**src/rtl/hcx_pkg.sv**
```systemverilog
// hcx_pkg: shared definitions for the HC operand stack and its instruction decoder.
//   - hcx_op_e  : 3-bit stack operation codes as they appear on the op port
//   - hcx_act_e : internal per-level data-path action chosen by the control logic
//   - default WIDTH / DEPTH of the classic A/B/C stack
package hcx_pkg;

  localparam int HCX_WIDTH_DEF = 8;
  localparam int HCX_DEPTH_DEF = 3;

  typedef enum logic [2:0] {
    HCX_OP_NOP     = 3'd0,
    HCX_OP_PUSH    = 3'd1,
    HCX_OP_POP     = 3'd2,
    HCX_OP_REPLACE = 3'd3,
    HCX_OP_DUP     = 3'd4,
    HCX_OP_SWAP    = 3'd5,
    HCX_OP_ROT     = 3'd6,
    HCX_OP_CLEAR   = 3'd7
  } hcx_op_e;

  // Action applied uniformly to every level; legality is already resolved.
  typedef enum logic [2:0] {
    HCX_ACT_HOLD = 3'd0,
    HCX_ACT_PUSH = 3'd1,
    HCX_ACT_POP  = 3'd2,
    HCX_ACT_REP  = 3'd3,
    HCX_ACT_SWAP = 3'd4,
    HCX_ACT_ROT  = 3'd5,
    HCX_ACT_CLR  = 3'd6
  } hcx_act_e;

endpackage

```
**src/rtl/hcx_operand_stack.sv**
```systemverilog
// hcx_operand_stack: parametrised register operand stack (level 0 = A = top).
// Ports:
//   clk         clock, all state updates on rising edge
//   nReset      synchronous active-low reset
//   op          stack operation (hcx_op_e), accepted every cycle
//   din         data for PUSH / REPLACE
//   err_clr     clears sticky ovf / unf (a same-cycle new error wins)
//   peek_idx    level index for peek_out
//   stackA_out  level 0, stackB_out level 1, stackC_out level 2 (registered)
//   peek_out    level[peek_idx], 0 when peek_idx >= DEPTH (combinational)
//   count       number of valid levels; empty / full decoded from it
//   ovf / unf   sticky overflow / underflow flags
module hcx_operand_stack
  import hcx_pkg::*;
#(
  parameter int WIDTH = HCX_WIDTH_DEF,
  parameter int DEPTH = HCX_DEPTH_DEF,
  parameter int CNTW  = $clog2(DEPTH + 1)
) (
  input  logic                     clk,
  input  logic                     nReset,
  input  logic [2:0]               op,
  input  logic [WIDTH-1:0]         din,
  input  logic                     err_clr,
  input  logic [$clog2(DEPTH)-1:0] peek_idx,
  output logic [WIDTH-1:0]         stackA_out,
  output logic [WIDTH-1:0]         stackB_out,
  output logic [WIDTH-1:0]         stackC_out,
  output logic [WIDTH-1:0]         peek_out,
  output logic [CNTW-1:0]          count,
  output logic                     empty,
  output logic                     full,
  output logic                     ovf,
  output logic                     unf
);

  if (DEPTH < 3 || DEPTH > 16) begin : g_bad_depth
    $fatal(1, "hcx_operand_stack: DEPTH must be 3..16");
  end
  if (WIDTH < 1 || WIDTH > 32) begin : g_bad_width
    $fatal(1, "hcx_operand_stack: WIDTH must be 1..32");
  end

  logic [DEPTH*WIDTH-1:0] levels_q, levels_d;
  logic [CNTW-1:0]        count_q, count_d;
  logic                   ovf_q, ovf_d;
  logic                   unf_q, unf_d;

  logic [WIDTH-1:0] lvl_s [DEPTH];
  logic [WIDTH-1:0] push_val_s;
  logic [WIDTH-1:0] peek_s;
  hcx_act_e         act_s;
  hcx_op_e          op_s;
  logic             empty_s, full_s;
  logic             ovf_set_s, unf_set_s;

  assign op_s    = hcx_op_e'(op);
  assign empty_s = (count_q == {CNTW{1'b0}});
  assign full_s  = (count_q == CNTW'(DEPTH));

  // Decode the op into a level action, next count and flag updates.
  always_comb begin
    act_s      = HCX_ACT_HOLD;
    push_val_s = din;
    count_d    = count_q;
    ovf_set_s  = 1'b0;
    unf_set_s  = 1'b0;
    case (op_s)
      HCX_OP_NOP: begin
        act_s = HCX_ACT_HOLD;
      end
      HCX_OP_PUSH: begin
        act_s = HCX_ACT_PUSH;
        if (full_s) begin
          ovf_set_s = 1'b1;  // bottom level falls off, count saturates
        end else begin
          count_d = count_q + CNTW'(1);
        end
      end
      HCX_OP_POP: begin
        if (empty_s) begin
          unf_set_s = 1'b1;
        end else begin
          act_s   = HCX_ACT_POP;
          count_d = count_q - CNTW'(1);
        end
      end
      HCX_OP_REPLACE: begin
        act_s = HCX_ACT_REP;
        if (empty_s) begin
          count_d = CNTW'(1);  // writing the top of an empty stack makes it valid
        end else begin
          count_d = count_q;
        end
      end
      HCX_OP_DUP: begin
        push_val_s = lvl_s[0];
        if (empty_s) begin
          unf_set_s = 1'b1;
        end else begin
          act_s = HCX_ACT_PUSH;
          if (full_s) begin
            ovf_set_s = 1'b1;
          end else begin
            count_d = count_q + CNTW'(1);
          end
        end
      end
      HCX_OP_SWAP: begin
        if (count_q < CNTW'(2)) begin
          unf_set_s = 1'b1;
        end else begin
          act_s = HCX_ACT_SWAP;
        end
      end
      HCX_OP_ROT: begin
        if (count_q < CNTW'(3)) begin
          unf_set_s = 1'b1;
        end else begin
          act_s = HCX_ACT_ROT;
        end
      end
      HCX_OP_CLEAR: begin
        act_s   = HCX_ACT_CLR;
        count_d = {CNTW{1'b0}};
      end
      default: begin
        act_s = HCX_ACT_HOLD;
      end
    endcase
    // A new error in the same cycle as err_clr leaves the flag set.
    ovf_d = ovf_set_s | (ovf_q & ~err_clr);
    unf_d = unf_set_s | (unf_q & ~err_clr);
  end

  for (genvar i = 0; i < DEPTH; i++) begin : g_lvl
    logic [WIDTH-1:0] up_s;    // value shifted in on PUSH
    logic [WIDTH-1:0] dn_s;    // value shifted in on POP
    logic [WIDTH-1:0] rep_s;   // value after REPLACE
    logic [WIDTH-1:0] swap_s;  // value after SWAP
    logic [WIDTH-1:0] rot_s;   // value after ROT (A<=C, B<=A, C<=B)
    logic [WIDTH-1:0] nxt_s;

    assign lvl_s[i] = levels_q[i*WIDTH +: WIDTH];

    if (i == 0) begin : g_top
      assign up_s   = push_val_s;
      assign rep_s  = din;
      assign swap_s = lvl_s[1];
      assign rot_s  = lvl_s[2];
    end else begin : g_below
      assign up_s   = lvl_s[i-1];
      assign rep_s  = lvl_s[i];
      if (i == 1) begin : g_b
        assign swap_s = lvl_s[0];
        assign rot_s  = lvl_s[0];
      end else if (i == 2) begin : g_c
        assign swap_s = lvl_s[i];
        assign rot_s  = lvl_s[1];
      end else begin : g_rest
        assign swap_s = lvl_s[i];
        assign rot_s  = lvl_s[i];
      end
    end

    // Bottom level refills with zero so invalid levels stay cleared.
    if (i == DEPTH - 1) begin : g_bottom
      assign dn_s = {WIDTH{1'b0}};
    end else begin : g_mid
      assign dn_s = lvl_s[i+1];
    end

    // Per-level next-value mux.
    always_comb begin
      nxt_s = lvl_s[i];
      case (act_s)
        HCX_ACT_HOLD: nxt_s = lvl_s[i];
        HCX_ACT_PUSH: nxt_s = up_s;
        HCX_ACT_POP:  nxt_s = dn_s;
        HCX_ACT_REP:  nxt_s = rep_s;
        HCX_ACT_SWAP: nxt_s = swap_s;
        HCX_ACT_ROT:  nxt_s = rot_s;
        HCX_ACT_CLR:  nxt_s = {WIDTH{1'b0}};
        default:      nxt_s = lvl_s[i];
      endcase
    end

    assign levels_d[i*WIDTH +: WIDTH] = nxt_s;
  end

  // State registers with synchronous active-low reset.
  always_ff @(posedge clk) begin
    if (!nReset) begin
      levels_q <= {(DEPTH*WIDTH){1'b0}};
      count_q  <= {CNTW{1'b0}};
      ovf_q    <= 1'b0;
      unf_q    <= 1'b0;
    end else begin
      levels_q <= levels_d;
      count_q  <= count_d;
      ovf_q    <= ovf_d;
      unf_q    <= unf_d;
    end
  end

  // Indexed peek; indices beyond the stack read as zero.
  always_comb begin
    peek_s = {WIDTH{1'b0}};
    if (int'(peek_idx) < DEPTH) begin
      peek_s = lvl_s[peek_idx];
    end else begin
      peek_s = {WIDTH{1'b0}};
    end
  end

  assign stackA_out = lvl_s[0];
  assign stackB_out = lvl_s[1];
  assign stackC_out = lvl_s[2];
  assign peek_out   = peek_s;
  assign count      = count_q;
  assign empty      = empty_s;
  assign full       = full_s;
  assign ovf        = ovf_q;
  assign unf        = unf_q;

endmodule
```
**config.mk**
```make
export PLATFORM = sky130hd
export DESIGN_NAME = hcx_operand_stack
export DESIGN_NICKNAME = d
export VERILOG_FILES = /design/src/rtl/hcx_pkg.sv /design/src/rtl/hcx_operand_stack.sv
export SDC_FILE = /design/constraint.sdc
export NUM_CORES = 1
export LEC_CHECK = 0
export CORE_MARGIN = 4
export CORE_UTILIZATION = 44
export DETAILED_ROUTE_END_ITERATION = 10
export PLACE_DENSITY = 0.77
export SLEW_MARGIN = 15
export SYNTH_ARGS = -nofsm -noshare
export SYNTH_HDL_FRONTEND = slang
export SYNTH_SLANG_ARGS = --single-unit
```
**constraint.sdc**
```tcl
create_clock -name clk -period 1.7 [get_ports clk]
set_clock_uncertainty 0.1 [all_clocks]
set_input_delay 0.425 -clock clk [delete_from_list [all_inputs] [get_ports clk]]
set_output_delay 0.425 -clock clk [all_outputs]
set_load 0.02 [all_outputs]
```
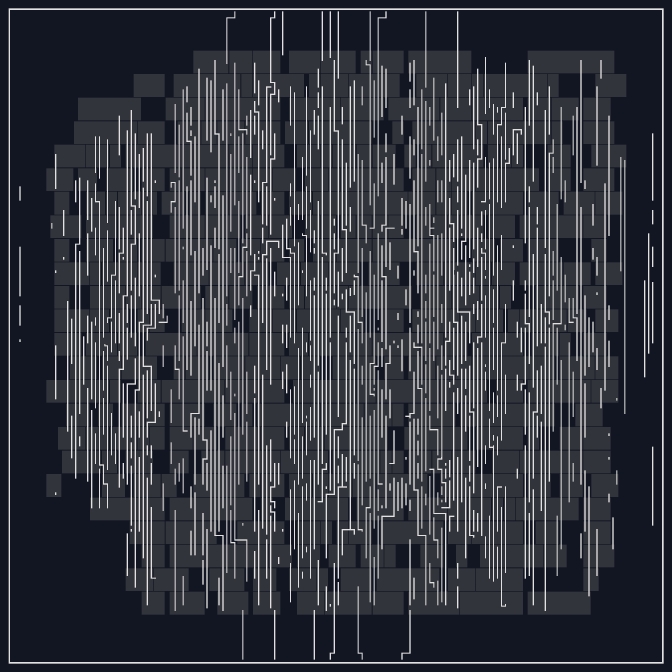
**Above:** run 1 (signal wires on met2).
nets with wire on the layer = 357
share of all routed wire = 50%

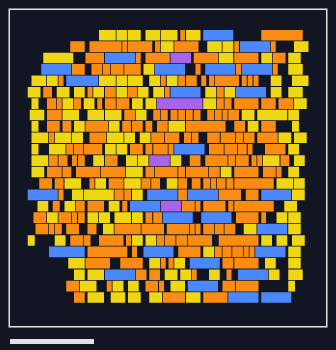
**Above:** run 1 (placement by cell class).
Bar = 20 um.
sequential cells -> blue  # cells 28, share of their area 16%
combinational and other logic -> orange  # cells 205, share of their area 48%
clock drivers and dummy loads -> purple  # cells 4, share of their area 2.0%
remaining buffers and delay cells -> yellow  # cells 136, share of their area 34%

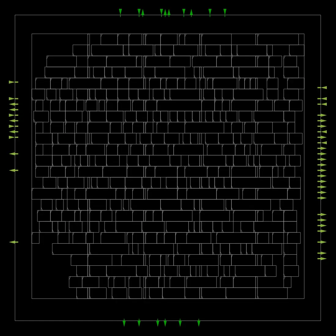
**Above:** run 1 (placed standard cells).
FFs & Latches: 28
core region area: 4380 um^2
fraction of area in registers: 15.7%

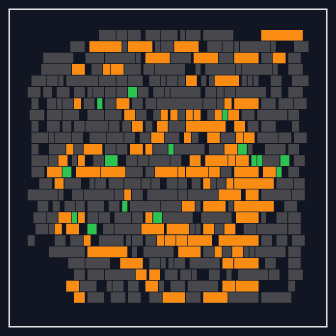
**Above:** run 1 (gate-type map).
nand cells -> green  # cells 15
aoi and oai cells -> orange  # cells 95

==> results.ini, run 1 <==
[setup_path]
r2r_slack_ns = -0.19
setup.worst_path.end = levels_q[14]$_SDFFE_PN0P_
worst-path-buf-inv = 2
cp_data_required_time_ns = 1.80
criticalPathCategory = reg2reg
reg2reg_to = levels_q[14]$_SDFFE_PN0P_
critPathArrivalTime_ns = 1.99
r2r_start = count[1]$_SDFFE_PN0P_
cp_cell_sequence = buf_6 -> a21bo_4 -> a211oi_2 -> mux2i_1 -> buf_4 -> a221oi_2
setup.worst_path.start_class = flip-flop

[layout]
nNetsFinal = 390
fin_area_um2 = 3590
finish.utilization_pct = 81.9
fillers = 258
fin_cells = 425
signal_buffers = 136
sh_comb_area_pct = 44.1
area_growth_pct = 79.9
dominant-cell-class = multi-input combinational cells
n_clock_buffer = 3
diodes = 0
nonClkBufAreaFrac_pct = 33.2
drive_gt1_share_pct = 45.3

[power]
switching_power_mw = 0.752
power_frac_comb_pct = 39.8
p_seq_share_pct = 34.5
top_power_group = combinational logic
p_clk_share_pct = 25.6
p_sw_share_pct = 34.7
p_int_mw = 1.41

[drt]
drt_iter0_drc = 416
ant_nets = 0
wl_met1_um = 3180
wl_um = 8830
post_drt_via_cell_ratio = 6.38
dr_wl_met2_um = 4420
dr.pass1.iters = 5

[yosys]
yosysCellCount = 256
synth.logic.top_family = AND-OR/OR-AND gates
adder_share_pct = 0
synth_warnings = 0
ys_seq_share_pct = 28.1
synthArstFlopShare_pct = 0
area_leaders = dfxtp_1 28%, a221oi_1 7.0%, o32ai_1 7.0%
synth-main-ff-cell = dfxtp_1
synth-edff-count = 0
synthCells = 256
yosys-top-cells-count = 29 x inv_1, 28 x dfxtp_1, 25 x o21ai_0
mux_share_pct = 5.08
synth_top_cell_by_area = dfxtp_1
yosys_area_um2 = 2000

[place]
gp_congestion = 0.866
dpl_cell_area_um2 = 3010
dp_hpwl_um = 5390
pre_cts_slack_ns = -0.890

[sta]
fin_ws_ns = -0.191
tightestPinTransition_ns = 0.591
setup_viol = 24
grt_setup_unrepaired = yes
slew_viol_final = 0
maxSlewHeadroom_pct = 60.6

[run]
tool_warnings = 28
drv_cap = 0

[global_route]
grt-ovfl-total = 0
grt_pass1_wl_um = 12600
top_usage_layer = met2
grtUsageTotal_pct = 28.9
grt_max_degree = 19
globalRouteMet1Util_pct = 31.8
first_global_vias = 2670

[clocking]
cts.htree.levels = 1
cts_buffers = 3
ctsHoldBuffers = 0
clk_pin_slew_worst_paths_ns = 0.11
clockRootBuffer = clkbuf_8

[min_path]
worstHoldEndpoint = unf$_SDFF_PN0_
hp-class = reg2reg

[floorplan]
num_rows = 24
dieArea_um2 = 5680
fp_util_pct = 45.5
die_w_um = 75.4
die_h_um = 75.4

[run_status]
violations = setup timing
run_status = complete, but fails checks

## Run 2: what changed since run 1
--- a/config.mk
+++ b/config.mk
@@ -5,6 +5,7 @@
 export SDC_FILE = /design/constraint.sdc
 export NUM_CORES = 1
 export LEC_CHECK = 0
+export CORE_ASPECT_RATIO = 0.5
 export CORE_MARGIN = 4
 export CORE_UTILIZATION = 44
 export DETAILED_ROUTE_END_ITERATION = 10
==> results.ini, run 2 <==
[floorplan]
core-area_um2 = 4120
die_h_um = 55.6
fp_util_pct = 48.4

[layout]
dominant-cell-class = multi-input combinational cells
area_growth_pct = 71.1
sh_comb_area_pct = 45.2
fillers = 229
flop-count = 28
signal_buffers = 123
seqAreaFraction_pct = 16.6
nonClkBufAreaFrac_pct = 31.0
n_clock_buffer = 4
finish.utilization_pct = 82.9
diodes = 0
drive_gt1_share_pct = 43.6
fin_area_um2 = 3420

[place]
dp_hpwl_um = 5410
dpl_cell_area_um2 = 2920
pre_cts_slack_ns = -0.939

[sta]
tightestPinTransition_ns = 0.585
grt_setup_unrepaired = yes
fin_ws_ns = -0.248
maxSlewHeadroom_pct = 60.9
setup_viol = 26
slew_viol_final = 0

[clocking]
cts_buffers = 3
ctsHoldBuffers = 0
cts.htree.levels = 1

[min_path]
hp-class = reg2reg
worstHoldEndpoint = unf$_SDFF_PN0_

[setup_path]
setup.worst_path.end = levels_q[4]$_SDFFE_PN0P_
setup.worst_path.start_class = flip-flop
r2r_start = count[1]$_SDFFE_PN0P_
critPathArrivalTime_ns = 2.05
r2r_slack_ns = -0.25
cp_cell_sequence = buf_6 -> and2b_1 -> buf_4 -> nor2_2 -> a221oi_1 -> o32ai_2

[run_status]
run_status = complete, but fails checks
violations = setup timing

[global_route]
globalRouteMet1Util_pct = 37.0
grt-ovfl-total = 0
top_usage_layer = met2
grtUsageTotal_pct = 30.7
grt_pass1_wl_um = 14000
grt_max_degree = 19

[drt]
drt_iter0_drc = 319
dr_wl_met2_um = 4320
wl_met1_um = 3380
wl_um = 9460
post_drt_via_cell_ratio = 6.69

[yosys]
synth.logic.top_family = AND-OR/OR-AND gates
yosys_area_um2 = 2000
yosysCellCount = 256
synthCells = 256
area_leaders = dfxtp_1 28%, a221oi_1 7.0%, o32ai_1 7.0%
ys_seq_share_pct = 28.1
mux_share_pct = 5.08
synthArstFlopShare_pct = 0
adder_share_pct = 0

[power]
p_seq_share_pct = 36.0
power_frac_comb_pct = 39.8
p_clk_share_pct = 24.2
p_sw_share_pct = 36.3

[run]
tool_warnings = 28

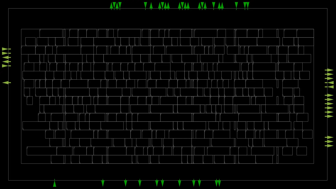
**Above:** run 2 (placed standard cells).
cell row count: 16
post-route insts no fill: 414

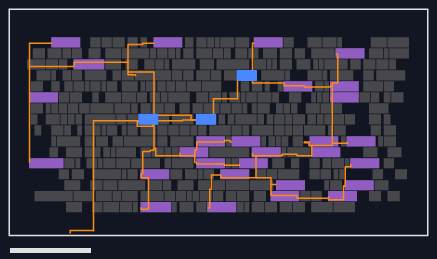
**Above:** run 2 (clock distribution).
Bar = 20 um.
clock wires -> orange  # length 421 um
clock drivers -> blue  # count 3
flip-flops -> purple  # count 28
routed clock nets = 4
flops lie = all over the die

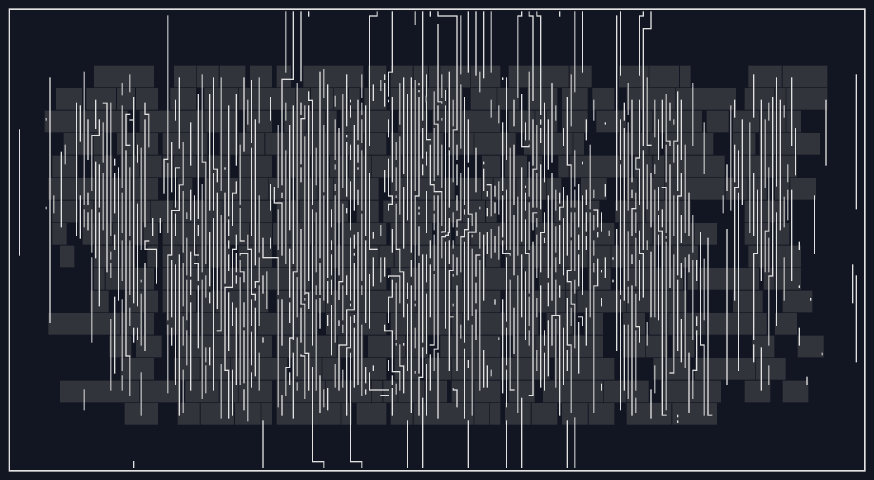
**Above:** run 2 (signal wires on met2).
main direction = vertical
longest straight run = 29.6 um
share of all routed wire = 46%
nets with wire on the layer = 352

